Design fbp_norm_pipe, sky130hd; sources not shown.
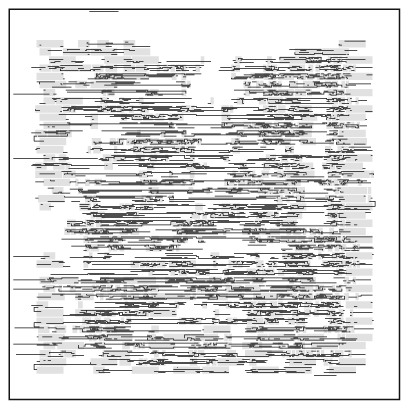
Figure 1: the metal 1 layer.
(3 px per micron) Cells faint in the background.
main direction	horizontal
share of all routed wire	38%
wire length on this layer	9470 microns
drt total wl: 24730 microns
routing usage on met1: 34.59%
via count of the routed design: 6412

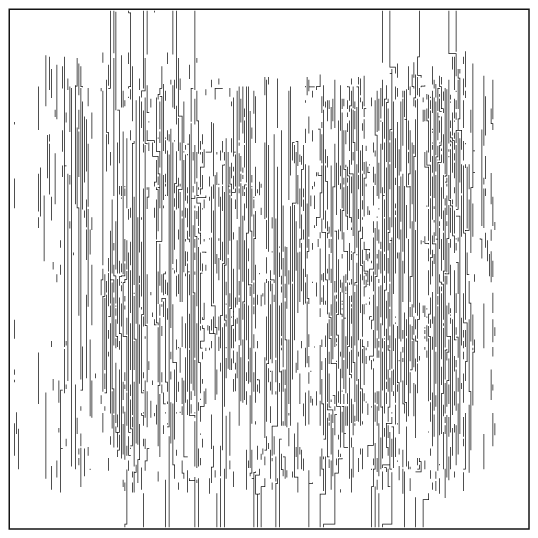
Figure 2: met2 routing.
(4 px per micron)
share of all routed wire	48%
wire length on this layer	11900 microns
main direction	vertical
longest straight run	94.5 microns
nets with wire on the layer	654
met2 Use GR: 49.57%

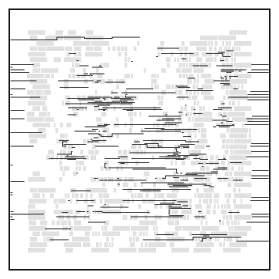
Figure 3: met3 routing.
(2 px per micron) Cells faint in the background.
main direction	horizontal
nets with wire on the layer	181
met3 Use GR: 5.793%

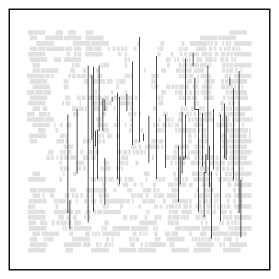
Figure 4: the metal 4 layer.
(2 px per micron) Cells faint in the background.
share of all routed wire	5.4%
wire length on this layer	1320 microns
nets with wire on the layer	39
longest straight run	78.2 microns
main direction	vertical

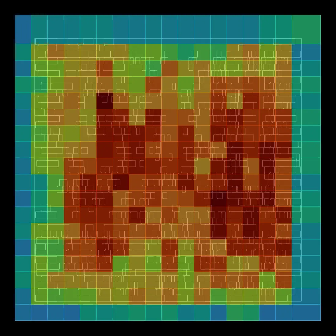
Figure 5: congestion heat map.
GRT Total Usage: 29.63%
WL per Instance: 27.50 microns
Most Crowded Layer GR: met2

==> Slide: Implementation Results <==
Physical Implementation Snapshot

Outcome
  • Status: complete, no violations

Setup path
  • CP dominant cell by count: o21ai_1
  • CP endpoint kind: register
  • Crit path cell chain: nor4_1, nand4_1, a21oi_2, clkbuf_1, a21oi_1, a211oi_1, o21ai_1, o31a_1, buf_6, a221oi_1, o221ai_1, o21ai_1
  • WS Path Type: register to register
  • Crit path largest cell delay: between 0.6 and 0.7 ns
  • Crit path DAT: about 5.5 ns
  • Cell family with most CP delay: AND-OR/OR-AND gates
  • CP max FO: 10
  • Cell depth of the worst setup path: 12
  • R2R setup slack: ~1.4 ns
  • CP Launch Type: register
  • Worst r2r path cells: 12

Floorplanning
  • Die area: 16780 sq um
  • Die X: approximately 130 microns
  • Core Util at FP: 48.03%
  • Die height: roughly 130 microns
  • Total I/O pin count: 83

Detailed routing
  • DRC Markers: 0
  • Via-to-Cell Ratio: 7.132
  • WL met1: around 9500 microns
  • Top sig layer: met4
  • Iteration-0 DRC Markers: around 950
  • First-pass detailed-route iteration total: 6
  • Met2 wire len: approximately 12000 microns
  • Post-DRT Antenna Nets: 0
  • Routed wl met3: just over 2000 microns

Cells and area
  • Final Net Count: 759
  • Comb gate area: approximately 3800 sq um
  • Antenna diodes: 0
  • Syn-to-layout area delta: 6.235%
  • Share of layout cells above drive strength 1: between 10 and 15%
  • Fin cells: about 900
  • Fillers: ~1200
  • Register Area: 1977 sq um
  • Dominant logic cell type in the layout: nand2_1
  • Top cells excl fill/tap: nand2_1 (80), dfrtp_1 (79), o21ai_0 (58)

Global route
  • Largest net degree at the start of global routing: roughly 80
  • Total gr overflow: 0
  • Initial antenna violation count: 0
  • Vias in the first global route: about 6300
  • Global-route wire length before repair: roughly 38000 microns

Yosys
  • YS chip area: about 6100 sq um
  • Syn_nets: 748
  • Syn Inst Count: between 700 and 800
  • Register bit total from synthesis: around 80
  • Post-Synthesis Cell Area: just over 6000 sq um
  • Simple Share, Synth: 15.52%
  • Syn Area/Cell: ~8.5 sq um
  • Seq share, synth: 32.62%
  • Mux area share: 7.432%
  • Ys flop type: dfrtp_1
  • Async SR Flop Fraction: 100.0%
  • Yosys cell count: just over 700
  • Synth warn: 0
  • Ao+oa area frac: 39.80%
  • Yosys adder share: 0%

Hold path
  • Hold path depth: 1
  • Hold WC Path Type: register to register

Timing
  • Max_slew headroom: 32.07%
  • Max Slew Vio Count: 0
  • WHS: ~0.55 ns
  • Worst Tran Pin Value: a little over 1 ns
  • Clk_skew: around 0.023 ns
  • RSZ-0062 raised after global routing: false
  • Final setup fails: 0
  • Cycle use final: between 70 and 80%

Power and ir drop
  • PwrDens: slightly above 300 nW/um^2
  • P_comb: slightly below 800 uW
  • Clk power: around 350 uW
  • Pint: between 1 and 1.5 mW
  • Clock share of power: 17.4%
  • Comb pwr share: about 40%
  • Leakage power: about 2.4 nW
  • Net Switching: 937.6 uW
  • Peak supply drop: between 0.1 and 0.15 mV
  • P_seq: around 860 uW
  • Sw Share: between 40% and 50%
  • Final Total Pwr: around 2.0 mW
  • Sequential power share: between 40% and 50%

CTS
  • Post-CTS setup repair buffer count: 0
  • Clock Path Buffers: 2
  • # hold bufs at CTS: 0
  • Clock-pin slew on the worst setup and hold paths: around 0.14 ns
  • Clk ins delay skew pair: 0.49 ns
  • Resize count post-CTS: 0
  • CTS H-tree depth: 3
  • CTS buffer count: 9
  • CTS tree: built
  • Clock root buffer master: clkbuf_4

Placed design
  • Placed cell areas: between 6000 and 7000 sq um
  • Dpl cells: between 800 and 900
  • Number of port buffers: 0
  • Gpl congestion: about 1.0
  • Estimated wirelength of the detail-placed design: between 15000 and 20000 microns

Job
  • OpenROAD warning count: 26
==> final cells by class <==
class,count,area share [%]
inverter,2,0.1166
tap,172,3.342
sequential,79,30.70
clock buffer,9,1.049
clock inverter,7,1.477
buffer,60,4.236
multi-input combinational,570,59.07
==> logic make-up after synthesis <==
family                 Yosys count
AND-OR/OR-AND                  332
buffers and inverters           62
flip-flops                      79
multiplexers                    39
AND/OR/NAND/NOR                199
==> cells in the mapped netlist, types with 14 or more instances <==
master	n	share of area, %
dfrtp_1	79	33
nand2_1	80	5.0
a21oi_1	51	4.2
mux2_2	34	6.3
nand3_1	37	3.1
nor2_1	29	1.8
a22o_1	24	3.5
o21ai_0	58	4.8
o22ai_1	29	3.0
o21ai_1	35	2.9
clkbuf_1	40	2.5
a22oi_1	20	2.5
o221ai_1	14	2.0
a221oi_2	20	5.0
Power figures rest on the tool's default switching activity, not on a simulated workload.
